==> config.mk <==
export PLATFORM = sky130hd
export DESIGN_NAME = exu_lsu_agu_split_flat
export DESIGN_NICKNAME = d
export VERILOG_FILES = /design/src/rtl/exu_lsu_agu_split_pkg.sv /design/src/rtl/exu_lsu_agu_split_if.sv /design/src/rtl/exu_lsu_agu_dmerge.sv /design/src/rtl/exu_lsu_agu_split.sv /design/src/flat_wrapper.sv
export SDC_FILE = /design/constraint.sdc
export NUM_CORES = 1
export LEC_CHECK = 0
export ABC_AREA = 1
export CORE_MARGIN = 1
export CORE_UTILIZATION = 52
export DETAILED_ROUTE_END_ITERATION = 12
export PLACE_DENSITY = 0.91
export SYNTH_ARGS = -nofsm -noshare
export SYNTH_HDL_FRONTEND = slang
export SYNTH_SLANG_ARGS = --single-unit
==> constraint.sdc <==
create_clock -name clk -period 3.11 [get_ports clk]
set_input_delay 0.4665 -clock clk [delete_from_list [all_inputs] [get_ports clk]]
set_output_delay 0.4665 -clock clk [all_outputs]
set_load 0.05 [all_outputs]
==> src/rtl/exu_lsu_agu_split_pkg.sv <==
// Shared types and helpers for the split-capable load/store address generation unit.
package exu_lsu_agu_split_pkg;

    localparam int unsigned XLEN = 32;
    localparam bit SplitEnDefault = 1'b1;

    localparam logic [1:0] SizeByte = 2'b00;
    localparam logic [1:0] SizeHalf = 2'b01;
    localparam logic [1:0] SizeWord = 2'b10;

    typedef enum logic [2:0] {
        StIdle,
        StCmd1,
        StRsp1,
        StCmd2,
        StRsp2,
        StWbck
    } agu_state_e;

    // Size code 2'b11 is not issued; it decodes as a word.
    function automatic logic [2:0] size_nbytes(input logic [1:0] size);
        case (size)
            SizeByte: return 3'd1;
            SizeHalf: return 3'd2;
            default:  return 3'd4;
        endcase
    endfunction

    function automatic logic [3:0] size_bmask(input logic [1:0] size);
        case (size)
            SizeByte: return 4'b0001;
            SizeHalf: return 4'b0011;
            default:  return 4'b1111;
        endcase
    endfunction

    function automatic logic [XLEN-1:0] size_dmask(input logic [1:0] size);
        case (size)
            SizeByte: return 32'h0000_00FF;
            SizeHalf: return 32'h0000_FFFF;
            default:  return 32'hFFFF_FFFF;
        endcase
    endfunction

endpackage

==> src/rtl/exu_lsu_agu_split_if.sv <==
// Issue, LSU command/response and write-back channels of the AGU.
// slave is the AGU's view; master is the dispatch/LSU environment's view.
interface exu_lsu_agu_split_if #(
    parameter int unsigned ADDR_WIDTH = 16,
    parameter int unsigned ITAG_WIDTH = 2
);
    import exu_lsu_agu_split_pkg::*;

    logic                  i_valid;
    logic                  i_ready;
    logic [XLEN-1:0]       i_rs1;
    logic [XLEN-1:0]       i_rs2;
    logic [XLEN-1:0]       i_imm;
    logic                  i_load;
    logic                  i_store;
    logic [1:0]            i_size;
    logic                  i_usign;
    logic [ITAG_WIDTH-1:0] i_itag;

    logic                  cmd_valid;
    logic                  cmd_ready;
    logic [ADDR_WIDTH-1:0] cmd_addr;
    logic                  cmd_read;
    logic [XLEN-1:0]       cmd_wdata;
    logic [3:0]            cmd_wmask;
    logic [ITAG_WIDTH-1:0] cmd_itag;

    logic                  rsp_valid;
    logic                  rsp_ready;
    logic [XLEN-1:0]       rsp_rdata;
    logic                  rsp_err;

    logic                  o_valid;
    logic                  o_ready;
    logic [XLEN-1:0]       o_wdat;
    logic [ITAG_WIDTH-1:0] o_itag;
    logic                  o_err;
    logic                  o_misalgn;

    modport slave (
        input  i_valid, i_rs1, i_rs2, i_imm, i_load, i_store, i_size, i_usign, i_itag,
        output i_ready,
        output cmd_valid, cmd_addr, cmd_read, cmd_wdata, cmd_wmask, cmd_itag,
        input  cmd_ready,
        input  rsp_valid, rsp_rdata, rsp_err,
        output rsp_ready,
        output o_valid, o_wdat, o_itag, o_err, o_misalgn,
        input  o_ready
    );

    modport master (
        output i_valid, i_rs1, i_rs2, i_imm, i_load, i_store, i_size, i_usign, i_itag,
        input  i_ready,
        input  cmd_valid, cmd_addr, cmd_read, cmd_wdata, cmd_wmask, cmd_itag,
        output cmd_ready,
        output rsp_valid, rsp_rdata, rsp_err,
        input  rsp_ready,
        input  o_valid, o_wdat, o_itag, o_err, o_misalgn,
        output o_ready
    );

endinterface

==> src/rtl/exu_lsu_agu_dmerge.sv <==
// Load-data merge: aligns the two-beat read window to the access offset and extends it.
module exu_lsu_agu_dmerge
    import exu_lsu_agu_split_pkg::*;
(
    input  logic [XLEN-1:0] rdata_hi_i,
    input  logic [XLEN-1:0] rdata_lo_i,
    input  logic [1:0]      off_i,
    input  logic [1:0]      size_i,
    input  logic            usign_i,
    output logic [XLEN-1:0] data_o
);

    logic [2*XLEN-1:0] window;
    logic [XLEN-1:0]   shifted;

    assign window  = {rdata_hi_i, rdata_lo_i};
    assign shifted = window[{off_i, 3'b000} +: XLEN];

    always_comb begin
        data_o = shifted;
        case (size_i)
            SizeByte: data_o = {{24{~usign_i & shifted[7]}}, shifted[7:0]};
            SizeHalf: data_o = {{16{~usign_i & shifted[15]}}, shifted[15:0]};
            default:  data_o = shifted;
        endcase
    end

endmodule

==> src/rtl/exu_lsu_agu_split.sv <==
// Stand-alone load/store AGU: one bus beat per aligned access, two beats for misaligned
// accesses when SPLIT_EN=1, one write-back per instruction.
module exu_lsu_agu_split
    import exu_lsu_agu_split_pkg::*;
#(
    parameter int unsigned ADDR_WIDTH = 16,
    parameter int unsigned ITAG_WIDTH = 2,
    parameter bit          SPLIT_EN   = SplitEnDefault
) (
    input  logic                clk,
    input  logic                rst_n,
    exu_lsu_agu_split_if.slave  bus_io
);

    agu_state_e state_q, state_d;

    logic [ADDR_WIDTH-1:0] addr_q, addr_d;
    logic [1:0]            size_q, size_d;
    logic                  usign_q, usign_d;
    logic                  load_q, load_d;
    logic                  split_q, split_d;
    logic                  misalgn_q, misalgn_d;
    logic                  err_q, err_d;
    logic [XLEN-1:0]       rs2_q, rs2_d;
    logic [XLEN-1:0]       rdata_lo_q, rdata_lo_d;
    logic [XLEN-1:0]       rdata_hi_q, rdata_hi_d;
    logic [ITAG_WIDTH-1:0] itag_q, itag_d;

    logic [ADDR_WIDTH-1:0] issue_addr;
    logic                  issue_mis;
    logic [ADDR_WIDTH-1:0] base;
    logic                  beat2;
    logic [2*XLEN-1:0]     st_data;
    logic [7:0]            st_mask;
    logic [XLEN-1:0]       ld_data;

    // Only the low ADDR_WIDTH bits of rs1+imm reach the bus, so the adder is that wide.
    assign issue_addr = bus_io.i_rs1[ADDR_WIDTH-1:0] + bus_io.i_imm[ADDR_WIDTH-1:0];
    assign issue_mis  = ({1'b0, issue_addr[1:0]} + size_nbytes(bus_io.i_size)) > 3'd4;

    assign base    = {addr_q[ADDR_WIDTH-1:2], 2'b00};
    assign beat2   = (state_q == StCmd2);
    assign st_data = {{XLEN{1'b0}}, rs2_q & size_dmask(size_q)} << {addr_q[1:0], 3'b000};
    assign st_mask = {4'b0000, size_bmask(size_q)} << addr_q[1:0];

    exu_lsu_agu_dmerge u_dmerge (
        .rdata_hi_i (rdata_hi_q),
        .rdata_lo_i (rdata_lo_q),
        .off_i      (addr_q[1:0]),
        .size_i     (size_q),
        .usign_i    (usign_q),
        .data_o     (ld_data)
    );

    always_ff @(posedge clk or negedge rst_n) begin
        if (!rst_n) begin
            state_q <= StIdle;
        end else begin
            state_q <= state_d;
        end
    end

    always_comb begin
        state_d = state_q;
        unique case (state_q)
            StIdle: if (bus_io.i_valid) state_d = (issue_mis && !SPLIT_EN) ? StWbck : StCmd1;
            StCmd1: if (bus_io.cmd_ready) state_d = StRsp1;
            // An error on the first beat abandons the second one.
            StRsp1: if (bus_io.rsp_valid) state_d = (split_q && !bus_io.rsp_err) ? StCmd2 : StWbck;
            StCmd2: if (bus_io.cmd_ready) state_d = StRsp2;
            StRsp2: if (bus_io.rsp_valid) state_d = StWbck;
            StWbck: if (bus_io.o_ready) state_d = StIdle;
            default: state_d = StIdle;
        endcase
    end

    always_comb begin
        addr_d     = addr_q;
        size_d     = size_q;
        usign_d    = usign_q;
        load_d     = load_q;
        split_d    = split_q;
        misalgn_d  = misalgn_q;
        err_d      = err_q;
        rs2_d      = rs2_q;
        rdata_lo_d = rdata_lo_q;
        rdata_hi_d = rdata_hi_q;
        itag_d     = itag_q;
        if (state_q == StIdle && bus_io.i_valid) begin
            addr_d     = issue_addr;
            size_d     = bus_io.i_size;
            usign_d    = bus_io.i_usign;
            load_d     = bus_io.i_load;
            split_d    = issue_mis;
            misalgn_d  = issue_mis && !SPLIT_EN;
            err_d      = 1'b0;
            rs2_d      = bus_io.i_rs2;
            rdata_lo_d = '0;
            rdata_hi_d = '0;
            itag_d     = bus_io.i_itag;
        end
        if (state_q == StRsp1 && bus_io.rsp_valid) begin
            rdata_lo_d = bus_io.rsp_rdata;
            err_d      = bus_io.rsp_err;
        end
        if (state_q == StRsp2 && bus_io.rsp_valid) begin
            rdata_hi_d = bus_io.rsp_rdata;
            err_d      = err_q | bus_io.rsp_err;
        end
    end

    always_ff @(posedge clk or negedge rst_n) begin
        if (!rst_n) begin
            addr_q     <= '0;
            size_q     <= '0;
            usign_q    <= 1'b0;
            load_q     <= 1'b0;
            split_q    <= 1'b0;
            misalgn_q  <= 1'b0;
            err_q      <= 1'b0;
            rs2_q      <= '0;
            rdata_lo_q <= '0;
            rdata_hi_q <= '0;
            itag_q     <= '0;
        end else begin
            addr_q     <= addr_d;
            size_q     <= size_d;
            usign_q    <= usign_d;
            load_q     <= load_d;
            split_q    <= split_d;
            misalgn_q  <= misalgn_d;
            err_q      <= err_d;
            rs2_q      <= rs2_d;
            rdata_lo_q <= rdata_lo_d;
            rdata_hi_q <= rdata_hi_d;
            itag_q     <= itag_d;
        end
    end

    always_comb begin
        bus_io.i_ready   = (state_q == StIdle);
        bus_io.cmd_valid = (state_q == StCmd1) || beat2;
        bus_io.cmd_addr  = beat2 ? base + ADDR_WIDTH'(4) : base;
        bus_io.cmd_read  = load_q;
        bus_io.cmd_wdata = beat2 ? st_data[2*XLEN-1:XLEN] : st_data[XLEN-1:0];
        bus_io.cmd_wmask = beat2 ? st_mask[7:4] : st_mask[3:0];
        bus_io.cmd_itag  = itag_q;
        bus_io.rsp_ready = (state_q == StRsp1) || (state_q == StRsp2);
        bus_io.o_valid   = (state_q == StWbck);
        bus_io.o_itag    = itag_q;
        bus_io.o_err     = err_q;
        bus_io.o_misalgn = misalgn_q;
        bus_io.o_wdat    = (bus_io.o_valid && load_q && !err_q && !misalgn_q) ? ld_data : '0;
    end

    rsp_only_when_waiting: assert property (@(posedge clk) disable iff (!rst_n)
        bus_io.rsp_valid |-> bus_io.rsp_ready);

    cmd_held_until_ready: assert property (@(posedge clk) disable iff (!rst_n)
        (bus_io.cmd_valid && !bus_io.cmd_ready) |=>
            (bus_io.cmd_valid && $stable(bus_io.cmd_addr) && $stable(bus_io.cmd_wdata)
             && $stable(bus_io.cmd_wmask)));

endmodule

==> src/flat_wrapper.sv <==
// flat-port wrapper written by rule: the top's interface ports become plain ports
module exu_lsu_agu_split_flat import exu_lsu_agu_split_pkg::*;
#(
    parameter int unsigned ADDR_WIDTH = 16,
    parameter int unsigned ITAG_WIDTH = 2,
    parameter bit          SPLIT_EN   = SplitEnDefault
)
  (clk, rst_n, bus_io_i_valid, bus_io_i_rs1, bus_io_i_rs2, bus_io_i_imm, bus_io_i_load, bus_io_i_store, bus_io_i_size, bus_io_i_usign, bus_io_i_itag, bus_io_i_ready, bus_io_cmd_valid, bus_io_cmd_addr, bus_io_cmd_read, bus_io_cmd_wdata, bus_io_cmd_wmask, bus_io_cmd_itag, bus_io_cmd_ready, bus_io_rsp_valid, bus_io_rsp_rdata, bus_io_rsp_err, bus_io_rsp_ready, bus_io_o_valid, bus_io_o_wdat, bus_io_o_itag, bus_io_o_err, bus_io_o_misalgn, bus_io_o_ready);
  exu_lsu_agu_split_if #(.ADDR_WIDTH(ADDR_WIDTH), .ITAG_WIDTH(ITAG_WIDTH)) bus_io_i ();
  input  logic clk;
  input  logic rst_n;
  input wire logic [$bits(bus_io_i.i_valid)-1:0] bus_io_i_valid;
  input wire logic [$bits(bus_io_i.i_rs1)-1:0] bus_io_i_rs1;
  input wire logic [$bits(bus_io_i.i_rs2)-1:0] bus_io_i_rs2;
  input wire logic [$bits(bus_io_i.i_imm)-1:0] bus_io_i_imm;
  input wire logic [$bits(bus_io_i.i_load)-1:0] bus_io_i_load;
  input wire logic [$bits(bus_io_i.i_store)-1:0] bus_io_i_store;
  input wire logic [$bits(bus_io_i.i_size)-1:0] bus_io_i_size;
  input wire logic [$bits(bus_io_i.i_usign)-1:0] bus_io_i_usign;
  input wire logic [$bits(bus_io_i.i_itag)-1:0] bus_io_i_itag;
  output wire logic [$bits(bus_io_i.i_ready)-1:0] bus_io_i_ready;
  output wire logic [$bits(bus_io_i.cmd_valid)-1:0] bus_io_cmd_valid;
  output wire logic [$bits(bus_io_i.cmd_addr)-1:0] bus_io_cmd_addr;
  output wire logic [$bits(bus_io_i.cmd_read)-1:0] bus_io_cmd_read;
  output wire logic [$bits(bus_io_i.cmd_wdata)-1:0] bus_io_cmd_wdata;
  output wire logic [$bits(bus_io_i.cmd_wmask)-1:0] bus_io_cmd_wmask;
  output wire logic [$bits(bus_io_i.cmd_itag)-1:0] bus_io_cmd_itag;
  input wire logic [$bits(bus_io_i.cmd_ready)-1:0] bus_io_cmd_ready;
  input wire logic [$bits(bus_io_i.rsp_valid)-1:0] bus_io_rsp_valid;
  input wire logic [$bits(bus_io_i.rsp_rdata)-1:0] bus_io_rsp_rdata;
  input wire logic [$bits(bus_io_i.rsp_err)-1:0] bus_io_rsp_err;
  output wire logic [$bits(bus_io_i.rsp_ready)-1:0] bus_io_rsp_ready;
  output wire logic [$bits(bus_io_i.o_valid)-1:0] bus_io_o_valid;
  output wire logic [$bits(bus_io_i.o_wdat)-1:0] bus_io_o_wdat;
  output wire logic [$bits(bus_io_i.o_itag)-1:0] bus_io_o_itag;
  output wire logic [$bits(bus_io_i.o_err)-1:0] bus_io_o_err;
  output wire logic [$bits(bus_io_i.o_misalgn)-1:0] bus_io_o_misalgn;
  input wire logic [$bits(bus_io_i.o_ready)-1:0] bus_io_o_ready;
  assign bus_io_i.i_valid = bus_io_i_valid;
  assign bus_io_i.i_rs1 = bus_io_i_rs1;
  assign bus_io_i.i_rs2 = bus_io_i_rs2;
  assign bus_io_i.i_imm = bus_io_i_imm;
  assign bus_io_i.i_load = bus_io_i_load;
  assign bus_io_i.i_store = bus_io_i_store;
  assign bus_io_i.i_size = bus_io_i_size;
  assign bus_io_i.i_usign = bus_io_i_usign;
  assign bus_io_i.i_itag = bus_io_i_itag;
  assign bus_io_i_ready = bus_io_i.i_ready;
  assign bus_io_cmd_valid = bus_io_i.cmd_valid;
  assign bus_io_cmd_addr = bus_io_i.cmd_addr;
  assign bus_io_cmd_read = bus_io_i.cmd_read;
  assign bus_io_cmd_wdata = bus_io_i.cmd_wdata;
  assign bus_io_cmd_wmask = bus_io_i.cmd_wmask;
  assign bus_io_cmd_itag = bus_io_i.cmd_itag;
  assign bus_io_i.cmd_ready = bus_io_cmd_ready;
  assign bus_io_i.rsp_valid = bus_io_rsp_valid;
  assign bus_io_i.rsp_rdata = bus_io_rsp_rdata;
  assign bus_io_i.rsp_err = bus_io_rsp_err;
  assign bus_io_rsp_ready = bus_io_i.rsp_ready;
  assign bus_io_o_valid = bus_io_i.o_valid;
  assign bus_io_o_wdat = bus_io_i.o_wdat;
  assign bus_io_o_itag = bus_io_i.o_itag;
  assign bus_io_o_err = bus_io_i.o_err;
  assign bus_io_o_misalgn = bus_io_i.o_misalgn;
  assign bus_io_i.o_ready = bus_io_o_ready;
  exu_lsu_agu_split #(.ADDR_WIDTH(ADDR_WIDTH), .ITAG_WIDTH(ITAG_WIDTH), .SPLIT_EN(SPLIT_EN)) u_core (.clk(clk), .rst_n(rst_n), .bus_io(bus_io_i));
endmodule
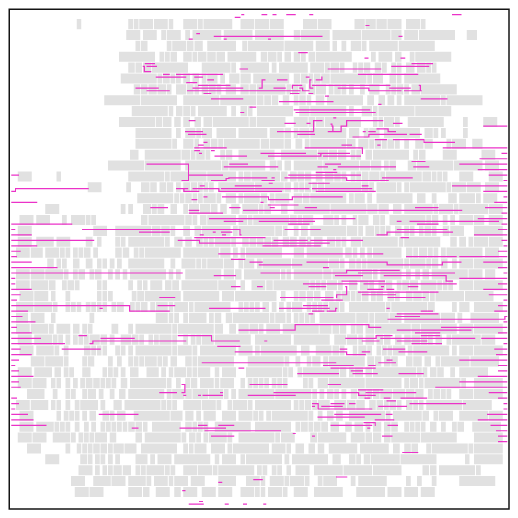
m3.png
(4 px per µm) Cells faint in the background.
share of all routed wire = 10%
longest straight run = 54.5 µm
Total Routed Length: 25.7 mm
vias post-DR: 8596
global routing usage on met3: 0.0851

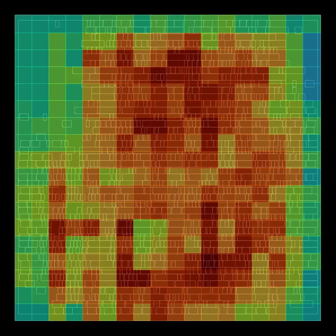
congestion_map.png
fraction of met1 tracks used by global routing: 0.415
wire length per cell: 17.5 µm
fin util: 0.751
GR met2 Demand/Resource: 0.540
total global-route track usage: 0.337

==> run summary <==
Notes on the flow run.

- The run finished with clean final reports.
- Adding up every negative setup slack in the final design gives 0 ps.
- Along the critical path, the tally of buffer and inverter instances is 4.
- Walking the critical path from launch to capture passes 9 cell instances.
- Switching power as a fraction of the total was reported as 0.505.
- The buffering overhead is 0.249, for reference.
- Between clock sinks in the finished design, the worst skew comes to 6.64 ps.
- The tally of filler cells in the layout is 943, for reference.
- The number of cells traversed by the worst register-to-register path is 6, for reference.
- The most common cell in the synthesized netlist is sky130_fd_sc_hd__nand2_1, for reference.
- Of the total synthesized cell area, the portion taken by full adders, half adders and majority gates is 0.0324.
- The flow measured a signed area growth from synthesis to layout of 40.2%.
- The commonest register cell is sky130_fd_sc_hd__dfrtp_1.
- The number of distinct library cell variants in the gate-level netlist after synthesis is 42, for reference.
- The synthesis warning total is 0, for reference.
- In the layout the commonest cells are sky130_fd_sc_hd__nand2_1, sky130_fd_sc_hd__inv_1, sky130_fd_sc_hd__clkdlybuf4s50_1.
- The number of gates given a new drive strength after cts is 3, for reference.
- The average size of a mapped cell is 7.08 µm², for reference.
- The die covers 15500 µm².
- Yosys reported a register bit count of 115.
- The number of diodes is 0, for reference.
- The layout has 216 buffers outside the clock class.
- The data required time at the worst endpoint is 2640 ps, for reference.
- The data arrival at the endpoint of the critical path is 2590 ps, for reference.
- For this run, the final setup violation count is recorded as 0.
- Per the layout area report, the register area comes to 2880 µm².
- The layout has 20 clock buffers.
- The summed standard-cell area reported by yosys is 7810 µm², for reference.
- The floorplan core density is 0.536, for reference.
- The detailed-routing wirelength on met1 is 9.86 mm, for reference.
- The total leakage power is 5.22 nW, for reference.
- The design has 115 sequential cells.
- The share of total power dissipated in the clock network is 0.145.
- The most area-hungry cell class in the final design is logic gates, for reference.
- The layout multi-input combinational cell count is 767, for reference.
- The final net count is 1438, for reference.
- Leaving out buffers and inverters, the combinational logic in the layout accounts for 3960 µm².
- The family of cells with the greatest summed delay on the critical path is buffers and inverters, for reference.
- The placement summary gives the final routability congestion estimate as 0.890.
- The layout report lists the clock-cell share of area as 0.0496.
- The register fraction of the total cell area is 0.263, for reference.
- The number of sinks handled by clock tree synthesis is 115, for reference.
- The clock latency on the worst-skew pair is 410 ps, for reference.
- The count of cells in the finished layout, fillers not included, comes to 1472.
- The area fraction of the largest cell type after synthesis is 0.368.
- The maximum buffer depth of the clock tree is 2, for reference.
- The well tap count is 184, for reference.
- Global routing finished with a remaining overflow of 0.
- The hold buffer count at cts is 0, for reference.
- The signal on the critical path passes through inv_2 > nor2_4 > nand2_4 > buf_4 > nand2_2 > inv_2 > nand2_2 > o21ai_1 > buf_12.
- Counting the inverters off the clock network in the layout gives 160.
- The type of the most critical hold path is input port to asynchronous set/reset pin, for reference.
- Yosys mapped a number of flops with a built-in enable equal to 0.
- The power report attributes to the sequential group a share of 0.221.
- Post-CTS timing repair inserted 0 buffers for setup.
- The root buffer cell is sky130_fd_sc_hd__clkbuf_16, for reference.
- The kind of start point of the critical path is a flop, for reference.
- The area fraction in and, or, nand and nor cells is 0.260, for reference.
- For reference, the mux area share after synthesis is 0.
- The layer with the highest usage is met2, for reference.
- The initial antenna violation count is 0.
- The placement-stage cell area is 10400 µm², for reference.
- For this run, the top clock speed supported by timing is 327 MHz.
- The smallest hold slack is 117 ps, for reference.
- The most critical setup path has its startpoint at u_core.state_q[1]$_DFFE_PN0P_.
- By count the netlist is led by sky130_fd_sc_hd__nand2_1, sky130_fd_sc_hd__inv_1, sky130_fd_sc_hd__dfrtp_1.
- The die span in x is 125 µm, for reference.
- Synthesis produced a netlist whose cell count is 1103.
- Setup repair after global routing left no endpoint under its margin.
- After layout, the design draws a total of 12.4 mW.
- The CTS tree is built, for reference.
- Of the cells placed in the final design, the portion with a size suffix greater than 1 is 0.127.
- After synthesis, the share of flip-flops with an asynchronous set or reset is 1.00.
- Summed over all nets, the switching power comes to 6.26 mW.
- The detailed router finished its first iteration with 1318 violations.
- Per the placement log, port buffering inserted 200 buffers.
- The H-tree depth is 4, for reference.
- Entering global routing, the biggest net connects 89 pins.
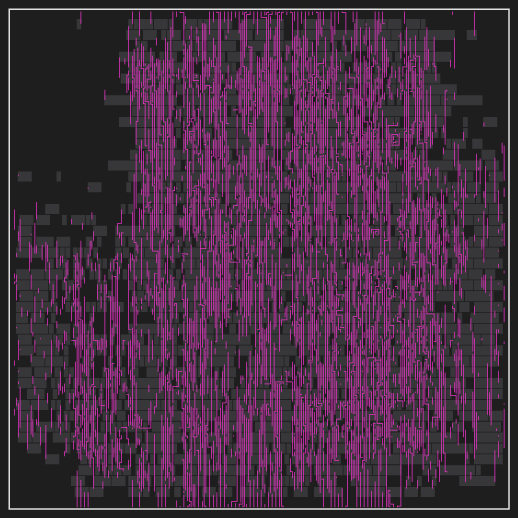
m2.png
(4 px per µm) Cells faint in the background.
longest straight run = 50.3 µm
nets with wire on the layer = 1192
share of all routed wire = 46%
main direction = vertical

## worst reg2reg max path, delay by kind of cell, from the launching register on
kind            cells  cell delay (ps)
simple gates        4             1060
flops               1              430
compound gates      1              190
buf+inv             1              220
## power groups by stage
stage	clock (mW)	combinational, mW	sequential (mW)
after floorplan	0	4.91	2.60
after global placement	0	7.45	2.67
after detailed placement	0	7.61	2.71
after CTS	1.79	7.75	2.71
after global routing	1.85	8.33	2.80
final	1.79	7.85	2.74
## state kept, by name, indices dropped and copies added, names as in the netlist, 2 cells and up
signal,flops
u_core.rs2_q,32
u_core.state_q,3
u_core.rdata_lo_q,32
u_core.bus_io.cmd_itag,2
u_core.rdata_hi_q,24
u_core.addr_q,16
u_core.size_q,2
Power figures rest on the tool's default switching activity, not on a simulated workload.
